Routing congestion:
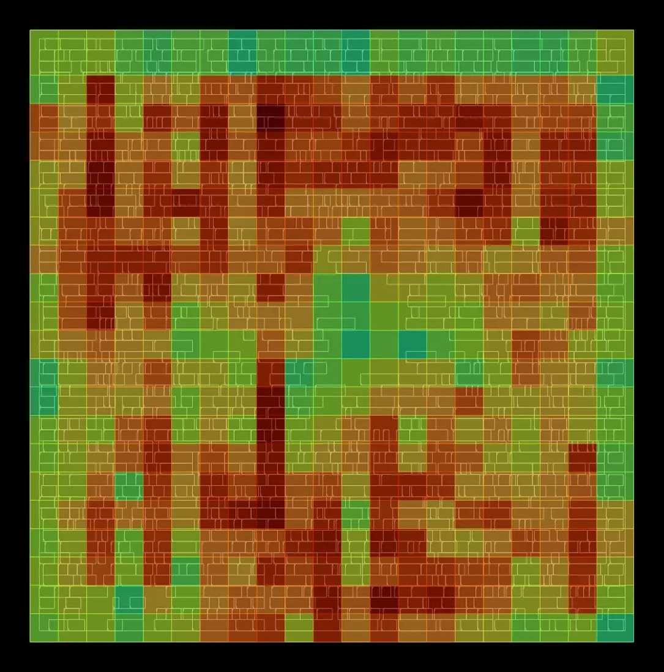
Met4 routing:
Cells faint in the background.
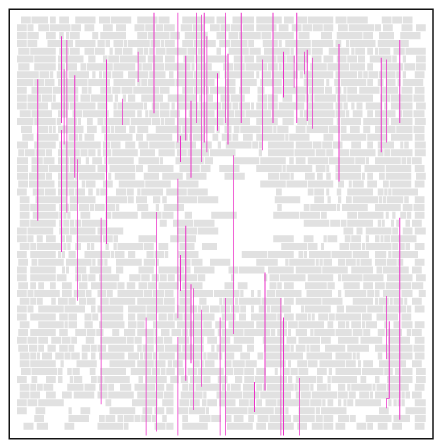
Sequential cells grouped by signal name:
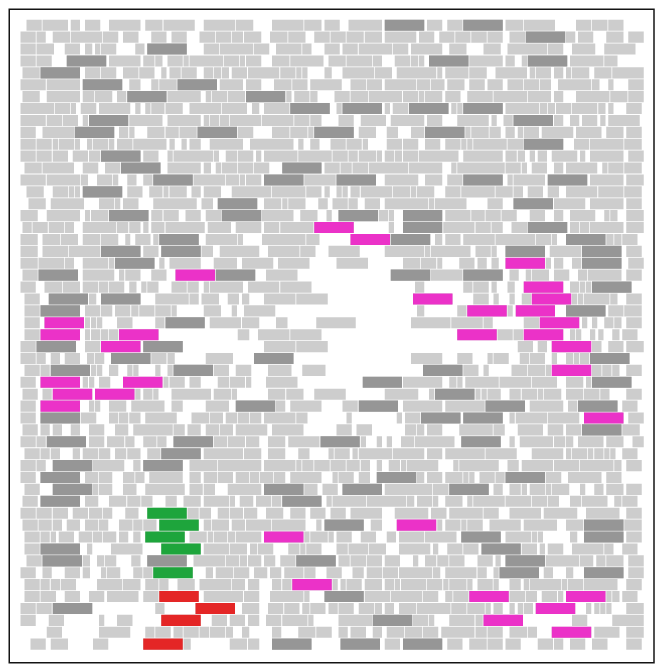
<file path="config.mk">
export PLATFORM = sky130hd
export DESIGN_NAME = id_ex_stage_flat
export DESIGN_NICKNAME = d
export VERILOG_FILES = /design/src/rtl/cpu_pkg.sv /design/src/rtl/id_ex_stage_if.sv /design/src/rtl/id_ex_stage_fwd_sel.sv /design/src/rtl/id_ex_stage.sv /design/src/flat_wrapper.sv
export SDC_FILE = /design/constraint.sdc
export NUM_CORES = 1
export LEC_CHECK = 0
export CORE_AREA = 2 2 145 147
export CTS_BUF_LIST = sky130_fd_sc_hd__clkbuf_4 sky130_fd_sc_hd__clkbuf_8 sky130_fd_sc_hd__clkbuf_16
export DETAILED_ROUTE_END_ITERATION = 10
export DIE_AREA = 0 0 147 149
export PLACE_DENSITY = 0.78
export SKIP_LAST_GASP = 1
export SLEW_MARGIN = 20
export SYNTH_ARGS = -nofsm -noshare
export SYNTH_HDL_FRONTEND = slang
export SYNTH_SLANG_ARGS = --single-unit
</file>
<file path="constraint.sdc">
create_clock -name clk -period 3 [get_ports clk]
set_clock_uncertainty 0.1 [all_clocks]
set_input_delay 0.6 -clock clk [delete_from_list [all_inputs] [get_ports clk]]
set_output_delay 0.6 -clock clk [all_outputs]
set_load 0.05 [all_outputs]
</file>
<file path="src/rtl/cpu_pkg.sv">
// rtl/cpu_pkg.sv - shared datapath widths and ALU opcode constants
package cpu_pkg;

    localparam int XLEN   = 32;
    localparam int REG_AW = 5;
    localparam int ALU_OPW = 4;

    typedef logic [ALU_OPW-1:0] alu_op_t;

    localparam alu_op_t ALU_NOP   = 4'b0000;
    localparam alu_op_t ALU_ADDU  = 4'b0001;
    localparam alu_op_t ALU_SUBU  = 4'b0010;
    localparam alu_op_t ALU_LUI   = 4'b0011;
    localparam alu_op_t ALU_ORI   = 4'b0100;
    localparam alu_op_t ALU_PASSA = 4'b0101;
    // jal: the ALU returns B+4, so B must carry the instruction's own PC
    localparam alu_op_t ALU_JAL   = 4'b1001;

endpackage

</file>
<file path="src/rtl/id_ex_stage_if.sv">
// rtl/id_ex_stage_if.sv - ID-side inputs, forward sources and EX-side outputs of the ID/EX stage
interface id_ex_stage_if #(
    parameter int XLEN   = cpu_pkg::XLEN,
    parameter int REG_AW = cpu_pkg::REG_AW
);
    logic              id_valid;
    logic              id_ready;
    logic [XLEN-1:0]   id_pc;
    logic [REG_AW-1:0] id_rs;
    logic [REG_AW-1:0] id_rt;
    logic [REG_AW-1:0] id_rd;
    logic              id_uses_rs;
    logic              id_uses_rt;
    logic [XLEN-1:0]   id_rs_val;
    logic [XLEN-1:0]   id_rt_val;
    logic [XLEN-1:0]   id_imm;
    logic [3:0]        id_alu_op;
    logic              id_alusrc_imm;
    logic              id_reg_write;
    logic              id_mem_read;
    logic              id_mem_write;
    logic              id_is_branch;
    logic              flush;

    logic [REG_AW-1:0] exmem_rd;
    logic              exmem_reg_write;
    logic [XLEN-1:0]   exmem_result;
    logic [REG_AW-1:0] memwb_rd;
    logic              memwb_reg_write;
    logic [XLEN-1:0]   memwb_result;

    logic              ex_valid;
    logic [XLEN-1:0]   ex_a;
    logic [XLEN-1:0]   ex_b;
    logic [3:0]        ex_op;
    logic [XLEN-1:0]   ex_pc;
    logic [XLEN-1:0]   ex_store_data;
    logic [REG_AW-1:0] ex_rd;
    logic              ex_reg_write;
    logic              ex_mem_read;
    logic              ex_mem_write;
    logic              ex_is_branch;
    logic              stall;

    modport master (
        output id_valid, id_pc, id_rs, id_rt, id_rd, id_uses_rs, id_uses_rt,
               id_rs_val, id_rt_val, id_imm, id_alu_op, id_alusrc_imm,
               id_reg_write, id_mem_read, id_mem_write, id_is_branch, flush,
               exmem_rd, exmem_reg_write, exmem_result,
               memwb_rd, memwb_reg_write, memwb_result,
        input  id_ready, ex_valid, ex_a, ex_b, ex_op, ex_pc, ex_store_data, ex_rd,
               ex_reg_write, ex_mem_read, ex_mem_write, ex_is_branch, stall
    );

    modport slave (
        input  id_valid, id_pc, id_rs, id_rt, id_rd, id_uses_rs, id_uses_rt,
               id_rs_val, id_rt_val, id_imm, id_alu_op, id_alusrc_imm,
               id_reg_write, id_mem_read, id_mem_write, id_is_branch, flush,
               exmem_rd, exmem_reg_write, exmem_result,
               memwb_rd, memwb_reg_write, memwb_result,
        output id_ready, ex_valid, ex_a, ex_b, ex_op, ex_pc, ex_store_data, ex_rd,
               ex_reg_write, ex_mem_read, ex_mem_write, ex_is_branch, stall
    );
endinterface

</file>
<file path="src/rtl/id_ex_stage_fwd_sel.sv">
// rtl/id_ex_stage_fwd_sel.sv - EX/MEM over MEM/WB over captured value, register 0 pinned to zero
module fwd_sel #(
    parameter int XLEN   = 32,
    parameter int REG_AW = 5
) (
    input  logic [REG_AW-1:0] idx_i,
    input  logic [XLEN-1:0]   cap_i,
    input  logic [REG_AW-1:0] exmem_rd_i,
    input  logic              exmem_we_i,
    input  logic [XLEN-1:0]   exmem_res_i,
    input  logic [REG_AW-1:0] memwb_rd_i,
    input  logic              memwb_we_i,
    input  logic [XLEN-1:0]   memwb_res_i,
    output logic [XLEN-1:0]   data_o
);
    logic exmem_hit;
    logic memwb_hit;

    assign exmem_hit = exmem_we_i && (exmem_rd_i != '0) && (exmem_rd_i == idx_i);
    assign memwb_hit = memwb_we_i && (memwb_rd_i != '0) && (memwb_rd_i == idx_i);

    always_comb begin
        data_o = cap_i;
        if (idx_i == '0) begin
            data_o = '0;
        end else if (exmem_hit) begin
            data_o = exmem_res_i;
        end else if (memwb_hit) begin
            data_o = memwb_res_i;
        end
    end
endmodule

</file>
<file path="src/rtl/id_ex_stage.sv">
// rtl/id_ex_stage.sv - ID/EX pipeline register with operand forwarding and load-use stall
module id_ex_stage #(
    parameter int XLEN   = cpu_pkg::XLEN,
    parameter int REG_AW = cpu_pkg::REG_AW
) (
    input logic         clk,
    input logic         rst_n,
    id_ex_stage_if.slave bus
);
    import cpu_pkg::ALU_NOP;
    import cpu_pkg::ALU_JAL;

    logic              valid_q,     valid_d;
    logic [XLEN-1:0]   pc_q,        pc_d;
    logic [REG_AW-1:0] rs_q,        rs_d;
    logic [REG_AW-1:0] rt_q,        rt_d;
    logic [REG_AW-1:0] rd_q,        rd_d;
    logic [XLEN-1:0]   rs_val_q,    rs_val_d;
    logic [XLEN-1:0]   rt_val_q,    rt_val_d;
    logic [XLEN-1:0]   imm_q,       imm_d;
    logic [3:0]        op_q,        op_d;
    logic              alusrc_imm_q, alusrc_imm_d;
    logic              reg_write_q, reg_write_d;
    logic              mem_read_q,  mem_read_d;
    logic              mem_write_q, mem_write_d;
    logic              is_branch_q, is_branch_d;

    logic              stall_w;
    logic              bubble_w;
    logic [XLEN-1:0]   fwd_rs;
    logic [XLEN-1:0]   fwd_rt;

    // A load in EX cannot forward yet; any ID reader of its destination must wait one cycle
    always_comb begin
        stall_w = valid_q && mem_read_q && (rd_q != '0) &&
                  ((bus.id_uses_rs && (bus.id_rs == rd_q)) ||
                   (bus.id_uses_rt && (bus.id_rt == rd_q))) &&
                  bus.id_valid && !bus.flush;
    end

    assign bus.stall    = stall_w;
    assign bus.id_ready = !stall_w;
    assign bubble_w     = bus.flush || stall_w;

    always_comb begin
        valid_d      = bus.id_valid;
        pc_d         = bus.id_pc;
        rs_d         = bus.id_rs;
        rt_d         = bus.id_rt;
        rd_d         = bus.id_rd;
        // The register file is written late in the cycle, so WB data must bypass a stale read
        rs_val_d     = (bus.memwb_reg_write && (bus.memwb_rd != '0) && (bus.memwb_rd == bus.id_rs))
                       ? bus.memwb_result : bus.id_rs_val;
        rt_val_d     = (bus.memwb_reg_write && (bus.memwb_rd != '0) && (bus.memwb_rd == bus.id_rt))
                       ? bus.memwb_result : bus.id_rt_val;
        imm_d        = bus.id_imm;
        op_d         = bus.id_alu_op;
        alusrc_imm_d = bus.id_alusrc_imm;
        reg_write_d  = bus.id_reg_write;
        mem_read_d   = bus.id_mem_read;
        mem_write_d  = bus.id_mem_write;
        is_branch_d  = bus.id_is_branch;
        if (bubble_w) begin
            valid_d      = 1'b0;
            pc_d         = '0;
            rs_d         = '0;
            rt_d         = '0;
            rd_d         = '0;
            rs_val_d     = '0;
            rt_val_d     = '0;
            imm_d        = '0;
            op_d         = ALU_NOP;
            alusrc_imm_d = 1'b0;
            reg_write_d  = 1'b0;
            mem_read_d   = 1'b0;
            mem_write_d  = 1'b0;
            is_branch_d  = 1'b0;
        end
    end

    always_ff @(posedge clk or negedge rst_n) begin
        if (!rst_n) begin
            valid_q      <= 1'b0;
            pc_q         <= '0;
            rs_q         <= '0;
            rt_q         <= '0;
            rd_q         <= '0;
            rs_val_q     <= '0;
            rt_val_q     <= '0;
            imm_q        <= '0;
            op_q         <= ALU_NOP;
            alusrc_imm_q <= 1'b0;
            reg_write_q  <= 1'b0;
            mem_read_q   <= 1'b0;
            mem_write_q  <= 1'b0;
            is_branch_q  <= 1'b0;
        end else begin
            valid_q      <= valid_d;
            pc_q         <= pc_d;
            rs_q         <= rs_d;
            rt_q         <= rt_d;
            rd_q         <= rd_d;
            rs_val_q     <= rs_val_d;
            rt_val_q     <= rt_val_d;
            imm_q        <= imm_d;
            op_q         <= op_d;
            alusrc_imm_q <= alusrc_imm_d;
            reg_write_q  <= reg_write_d;
            mem_read_q   <= mem_read_d;
            mem_write_q  <= mem_write_d;
            is_branch_q  <= is_branch_d;
        end
    end

    fwd_sel #(.XLEN(XLEN), .REG_AW(REG_AW)) u_fwd_rs (
        .idx_i       (rs_q),
        .cap_i       (rs_val_q),
        .exmem_rd_i  (bus.exmem_rd),
        .exmem_we_i  (bus.exmem_reg_write),
        .exmem_res_i (bus.exmem_result),
        .memwb_rd_i  (bus.memwb_rd),
        .memwb_we_i  (bus.memwb_reg_write),
        .memwb_res_i (bus.memwb_result),
        .data_o      (fwd_rs)
    );

    fwd_sel #(.XLEN(XLEN), .REG_AW(REG_AW)) u_fwd_rt (
        .idx_i       (rt_q),
        .cap_i       (rt_val_q),
        .exmem_rd_i  (bus.exmem_rd),
        .exmem_we_i  (bus.exmem_reg_write),
        .exmem_res_i (bus.exmem_result),
        .memwb_rd_i  (bus.memwb_rd),
        .memwb_we_i  (bus.memwb_reg_write),
        .memwb_res_i (bus.memwb_result),
        .data_o      (fwd_rt)
    );

    always_comb begin
        bus.ex_b = fwd_rt;
        if (op_q == ALU_JAL) begin
            bus.ex_b = pc_q;
        end else if (alusrc_imm_q) begin
            bus.ex_b = imm_q;
        end
    end

    assign bus.ex_valid      = valid_q;
    assign bus.ex_a          = fwd_rs;
    assign bus.ex_op         = op_q;
    assign bus.ex_pc         = pc_q;
    assign bus.ex_store_data = fwd_rt;
    assign bus.ex_rd         = rd_q;
    assign bus.ex_reg_write  = reg_write_q;
    assign bus.ex_mem_read   = mem_read_q;
    assign bus.ex_mem_write  = mem_write_q;
    assign bus.ex_is_branch  = is_branch_q;
endmodule

</file>
<file path="src/flat_wrapper.sv">
// flat-port wrapper written by rule: the top's interface ports become plain ports
module id_ex_stage_flat import cpu_pkg::ALU_NOP; import cpu_pkg::ALU_JAL;
#(
    parameter int XLEN   = cpu_pkg::XLEN,
    parameter int REG_AW = cpu_pkg::REG_AW
)
  (clk, rst_n, bus_id_valid, bus_id_pc, bus_id_rs, bus_id_rt, bus_id_rd, bus_id_uses_rs, bus_id_uses_rt, bus_id_rs_val, bus_id_rt_val, bus_id_imm, bus_id_alu_op, bus_id_alusrc_imm, bus_id_reg_write, bus_id_mem_read, bus_id_mem_write, bus_id_is_branch, bus_flush, bus_exmem_rd, bus_exmem_reg_write, bus_exmem_result, bus_memwb_rd, bus_memwb_reg_write, bus_memwb_result, bus_id_ready, bus_ex_valid, bus_ex_a, bus_ex_b, bus_ex_op, bus_ex_pc, bus_ex_store_data, bus_ex_rd, bus_ex_reg_write, bus_ex_mem_read, bus_ex_mem_write, bus_ex_is_branch, bus_stall);
  id_ex_stage_if #(.XLEN(XLEN), .REG_AW(REG_AW)) bus_i ();
  input logic clk;
  input logic rst_n;
  input wire logic [$bits(bus_i.id_valid)-1:0] bus_id_valid;
  input wire logic [$bits(bus_i.id_pc)-1:0] bus_id_pc;
  input wire logic [$bits(bus_i.id_rs)-1:0] bus_id_rs;
  input wire logic [$bits(bus_i.id_rt)-1:0] bus_id_rt;
  input wire logic [$bits(bus_i.id_rd)-1:0] bus_id_rd;
  input wire logic [$bits(bus_i.id_uses_rs)-1:0] bus_id_uses_rs;
  input wire logic [$bits(bus_i.id_uses_rt)-1:0] bus_id_uses_rt;
  input wire logic [$bits(bus_i.id_rs_val)-1:0] bus_id_rs_val;
  input wire logic [$bits(bus_i.id_rt_val)-1:0] bus_id_rt_val;
  input wire logic [$bits(bus_i.id_imm)-1:0] bus_id_imm;
  input wire logic [$bits(bus_i.id_alu_op)-1:0] bus_id_alu_op;
  input wire logic [$bits(bus_i.id_alusrc_imm)-1:0] bus_id_alusrc_imm;
  input wire logic [$bits(bus_i.id_reg_write)-1:0] bus_id_reg_write;
  input wire logic [$bits(bus_i.id_mem_read)-1:0] bus_id_mem_read;
  input wire logic [$bits(bus_i.id_mem_write)-1:0] bus_id_mem_write;
  input wire logic [$bits(bus_i.id_is_branch)-1:0] bus_id_is_branch;
  input wire logic [$bits(bus_i.flush)-1:0] bus_flush;
  input wire logic [$bits(bus_i.exmem_rd)-1:0] bus_exmem_rd;
  input wire logic [$bits(bus_i.exmem_reg_write)-1:0] bus_exmem_reg_write;
  input wire logic [$bits(bus_i.exmem_result)-1:0] bus_exmem_result;
  input wire logic [$bits(bus_i.memwb_rd)-1:0] bus_memwb_rd;
  input wire logic [$bits(bus_i.memwb_reg_write)-1:0] bus_memwb_reg_write;
  input wire logic [$bits(bus_i.memwb_result)-1:0] bus_memwb_result;
  output wire logic [$bits(bus_i.id_ready)-1:0] bus_id_ready;
  output wire logic [$bits(bus_i.ex_valid)-1:0] bus_ex_valid;
  output wire logic [$bits(bus_i.ex_a)-1:0] bus_ex_a;
  output wire logic [$bits(bus_i.ex_b)-1:0] bus_ex_b;
  output wire logic [$bits(bus_i.ex_op)-1:0] bus_ex_op;
  output wire logic [$bits(bus_i.ex_pc)-1:0] bus_ex_pc;
  output wire logic [$bits(bus_i.ex_store_data)-1:0] bus_ex_store_data;
  output wire logic [$bits(bus_i.ex_rd)-1:0] bus_ex_rd;
  output wire logic [$bits(bus_i.ex_reg_write)-1:0] bus_ex_reg_write;
  output wire logic [$bits(bus_i.ex_mem_read)-1:0] bus_ex_mem_read;
  output wire logic [$bits(bus_i.ex_mem_write)-1:0] bus_ex_mem_write;
  output wire logic [$bits(bus_i.ex_is_branch)-1:0] bus_ex_is_branch;
  output wire logic [$bits(bus_i.stall)-1:0] bus_stall;
  assign bus_i.id_valid = bus_id_valid;
  assign bus_i.id_pc = bus_id_pc;
  assign bus_i.id_rs = bus_id_rs;
  assign bus_i.id_rt = bus_id_rt;
  assign bus_i.id_rd = bus_id_rd;
  assign bus_i.id_uses_rs = bus_id_uses_rs;
  assign bus_i.id_uses_rt = bus_id_uses_rt;
  assign bus_i.id_rs_val = bus_id_rs_val;
  assign bus_i.id_rt_val = bus_id_rt_val;
  assign bus_i.id_imm = bus_id_imm;
  assign bus_i.id_alu_op = bus_id_alu_op;
  assign bus_i.id_alusrc_imm = bus_id_alusrc_imm;
  assign bus_i.id_reg_write = bus_id_reg_write;
  assign bus_i.id_mem_read = bus_id_mem_read;
  assign bus_i.id_mem_write = bus_id_mem_write;
  assign bus_i.id_is_branch = bus_id_is_branch;
  assign bus_i.flush = bus_flush;
  assign bus_i.exmem_rd = bus_exmem_rd;
  assign bus_i.exmem_reg_write = bus_exmem_reg_write;
  assign bus_i.exmem_result = bus_exmem_result;
  assign bus_i.memwb_rd = bus_memwb_rd;
  assign bus_i.memwb_reg_write = bus_memwb_reg_write;
  assign bus_i.memwb_result = bus_memwb_result;
  assign bus_id_ready = bus_i.id_ready;
  assign bus_ex_valid = bus_i.ex_valid;
  assign bus_ex_a = bus_i.ex_a;
  assign bus_ex_b = bus_i.ex_b;
  assign bus_ex_op = bus_i.ex_op;
  assign bus_ex_pc = bus_i.ex_pc;
  assign bus_ex_store_data = bus_i.ex_store_data;
  assign bus_ex_rd = bus_i.ex_rd;
  assign bus_ex_reg_write = bus_i.ex_reg_write;
  assign bus_ex_mem_read = bus_i.ex_mem_read;
  assign bus_ex_mem_write = bus_i.ex_mem_write;
  assign bus_ex_is_branch = bus_i.ex_is_branch;
  assign bus_stall = bus_i.stall;
  id_ex_stage #(.XLEN(XLEN), .REG_AW(REG_AW)) u_core (.clk(clk), .rst_n(rst_n), .bus(bus_i));
endmodule
</file>
==> run notes <==
Summary of the current implementation state.

- The number of global-route vias before repair came to between 9000 and 10000.
- The reg2reg setup slack is about 770 ps, for reference.
- The met1 wire length is between 10 and 15 mm, for reference.
- The startpoint of the worst setup timing path is bus_exmem_rd[2], for reference.
- When the netlist entered floorplanning its net count stood at ~1100.
- The count of mapped cells out of synthesis is between 900 and 1000, for reference.
- The count of unresolved DRC violations after routing is 0, for reference.
- The maximum fanout count along the critical path is 4, for reference.
- The clock-pin slew reported for the worst setup and hold paths after clock tree synthesis is about 60 ps, for reference.
- Per the timing report, the achievable frequency comes out to roughly 300 MHz.
- Of all flip-flops after synthesis, the portion carrying an async set or reset was 100%.
- For the worst reg-to-reg path, the startpoint reported by OpenROAD is u_core.bus.ex_rd[1]$_DFF_PN0_.
- The number of diodes added for antenna fixing is 0, for reference.
- The first detailed-routing pass ran for 5 iterations.
- The setup path with the least slack is of type primary input to primary output.
- The aggregate global routing overflow is 0, for reference.
- In this run the cell area of the synthesized design comes to between 8000 and 9000 µm².
- The report lists the number of standard-cell rows as ~53.
- The fraction of the mapped netlist area in adder cells is 0%, for reference.
- The initial antenna violation count is 0, for reference.
- The distinct cell type count after synthesis is 45, for reference.
- Setup repair after global routing could not meet its margin everywhere.
- Summed over all cells, the static leakage comes to around 6.8 nW.
- Setup slack on the critical path of the routed design comes to -322 ps.
- Of the cells placed in the final design, the portion with a size suffix greater than 1 is between 30% and 40%.
- The count of hold buffers inserted by post-cts repair is 0, for reference.
- Measured along the y axis, the die boundary spans approximately 150 µm.
- The finished layout holds about 1600 standard cells, fillers aside.
- The final max-slew violation count recorded for this run is 0.
- The max-slew check reports its worst relative slack as 51.7%.
- The highest layer touched by signal routing is met4.
- The final RePlAce weighted congestion is about 0.9, for reference.
- Leaving out fill and tap cells, the most frequent cells in the layout are 267 x clkdlybuf4s50_1, 153 x dfrtp_1, 130 x nor2_1.
- According to the timing report, the arrival time at the worst endpoint equals approximately 2600 ps.
- Warnings raised by the tools during the run amount to 29.
- Power spread over the standard cell area amounts to ~400 nW/µm².
- In the synthesized netlist, mux cells make up 7.46% of the area.
- The count of routing violations after the opening detailed-route iteration is about 630, for reference.
- The flow ran to the end, but the final reports show violations.
- The final reports fail on setup timing.
- The detailed route wirelength on metal3 is ~3.4 mm, for reference.
- The most used flip-flop cell is dfrtp_1, for reference.
- In this run, CTS created clock tree buffers numbering 17.
- The number of setup violations in the final report is between 90 and 100, for reference.
- The number of clock sinks is 153, for reference.
- The detailed router reports a met2 wire length of around 20 mm.
- The clock root buffer is clkbuf_16, for reference.
- The kind of end point of the critical path is a primary output, for reference.
- In this run the cell area measured after placement is approximately 15000 µm².
- The all-layer global routing usage is roughly a third, for reference.
- For this run the detailed placement stage logged an HPWL of approximately 27 mm.
- The H-tree was split into 4 levels.
- For the finished layout, the period the worst path requires is 3320 ps.
- The worst voltage drop across the vdd grid is about 0.39 mV, for reference.
- The layout stage reports a final design area of 16800 µm².
- The clock passes through at most 2 buffers.
- The count of antenna-violating nets left after detailed routing is 0, for reference.
- Clock latency on the worst-skew pair, taken at its later pin, is 420 ps.
- The synthesized area per cell is approximately 9.4 µm², for reference.
- Counting the warning lines in the Yosys log gives 0.
- The die covers 21900 µm².
- The summed standard-cell area reported by yosys is ~8600 µm², for reference.
- The synthesis report lists the most area-consuming cells as dfrtp_1 45%, mux2i_1 7.5%, and2_1 6.5%, nor2_1 5.8%, a211oi_2 4.7%.
- The area growth from synthesis to layout is 95.6%.
- The total number of nets in the final design is 1597, for reference.
- The yosys stat cell total is 914, for reference.
- The count of flip-flops with a built-in enable after synthesis is 0, for reference.
- In the final report, the number of hold violations comes to 0.
- The type of element launching the critical path is a primary input, for reference.
- The part of the cycle the worst path needs is 111%, for reference.
- The largest net degree at the start of global routing is 70, for reference.
- The horizontal die dimension reported for this design is 147 µm.
- The commonest non-fill, non-tap cell in the layout is clkdlybuf4s50_1, for reference.
- The class of the tightest hold or removal check is primary input to asynchronous set/reset pin, for reference.
- Per the layout report, the design carries approximately 1200 filler cells.
- The register area share after synthesis is between 40 and 50%, for reference.
- The region available for standard cell placement spans roughly 21000 µm².
- After detailed placement, the design holds a cell count of ~1600.
- Of all cell types, the one taking the most synthesized area is dfrtp_1.
- The post-synth register bit count is about 150.
About 'routing congestion':
per-cell routed wire length: 24.2 µm
met1 Usage GRT: 39.8%
fraction of the core area covered by cells at the end of the flow: 81.7%
met3 usage: 8.50%
highest-utilization routing layer at the global route stage: met2

About 'met4 routing':
51 nets have wire on it. The layer carries 2000 µm of wire. The wires run mostly vertical. The layer holds 5.0% of the routed length.
wirelength, routed: 40.0 mm
total number of vias: 9297

About 'sequential cells grouped by signal name':
Key: green = u_core.rs_q [placed flops 5, where bottom left]; magenta = u_core.imm_q [placed flops 32]; red = u_core.bus.ex_op [placed flops 4, where bottom left]
power of the sequential group: 2.25 mW
proportion of cell area occupied by registers: 22.8%
area of all sequential standard cells: 3830 µm²

-- Yosys cell counts (all sizes together) (2+ instances only) --
master / number
o31ai: 32
nand4: 3
xnor2: 30
nor2: 132
o21ai: 34
or4: 4
inv: 2
a211oi: 32
mux2i: 64
xor2: 10
a31oi: 32
nor4: 3
a21oi: 34
buf: 37
clkbuf: 40
nand3: 6
dfrtp: 153
and3: 33
nor3: 34
nand2: 100
and2: 89
-- state kept, by name, summed over array words and instances (netlist names), 4 cells and up --
register	flops
u_core.rt_val_q	32
u_core.bus.ex_pc	32
u_core.rs_q	5
u_core.imm_q	32
u_core.bus.ex_op	4
u_core.rt_q	5
u_core.bus.ex_rd	5
u_core.rs_val_q	32
-- per-stage QoR --
| stage | power, mW | hold slack [ps] | TNS, ps | worst slack, ps |
|---|---|---|---|---|
| detailed placement | 4.49 | 558 | -52790 | -612 |
| global route | 7.01 | 120 | -27230 | -378 |
| CTS | 6.71 | 103 | -18100 | -248 |
| floorplan | 3.48 | 204 | -6120 | -178 |
| finish | 6.79 | 77.8 | -23040 | -322 |
| global placement | 4.46 | 550 | -50020 | -577 |
-- cell families (layout without fill, tap and decap cells) --
kind of cell	after synthesis	after routing
DFF	153	153
AOI/OAI and AO/OA	169	169
xor gates and xnor gates	40	40
muxes	64	64
and+or+nand+nor	408	408
buffers and inverters	80	540
-- path summary, 6_finish.rpt --
path / end / depth (start not counted)
min in group clk: u_core.bus.ex_pc[8]$_DFF_PN0_ / 2
setup reg to reg: u_core.bus.ex_pc[13]$_DFF_PN0_ / 7
setup / recovery: bus_ex_b[8] / 10
hold / removal: u_core.bus.ex_rd[0]$_DFF_PN0_ / 1
hold reg to reg: u_core.rt_val_q[25]$_DFF_PN0_ / 4
max in group asynchronous: u_core.bus.ex_pc[16]$_DFF_PN0_ / 2
-- routing by layer --
metal | vias up | track usage [%]
met1 | 4616 | 39.8
met2 | 542 | 61.8
met5 | - | 0
met3 | 122 | 8.50
li1 | 4017 | -
met4 | 0 | 16.5
-- cell type report --
cell class | count | area (µm²) | share of cell area, %
Multi-Input combinational cell | 681 | 6190 | 36.8
Timing Repair Buffer | 508 | 5860 | 34.9
Sequential cell | 153 | 3830 | 22.8
Clock buffer | 19 | 440 | 2.62
Tap cell | 275 | 344 | 2.05
Clock inverter | 11 | 126 | 0.752
Inverter | 2 | 7.51 | 0.0447
-- worst max-delay path, stage by stage --
cell      delay, ps
buf_6            90
or4_4           530
o211ai_1        300
buf_4           180
nor2_4           50
buf_12          140
buf_16          140
a211oi_4        280
o31ai_4         120
buf_6           170
-- where the power goes --
part | internal, mW | total, mW | switching [mW]
sequential | 2.17 | 2.25 | 0.0750
clock | 1.24 | 2.14 | 0.903
combinational | 1.08 | 2.40 | 1.32
-- timing repair --
item	CTS	global route
resized	162	97
setup buffers	13	21
setup endpoints to repair	96	96
pin swaps	36	52
gates cloned	6	9
Power and IR drop assume default switching activity.
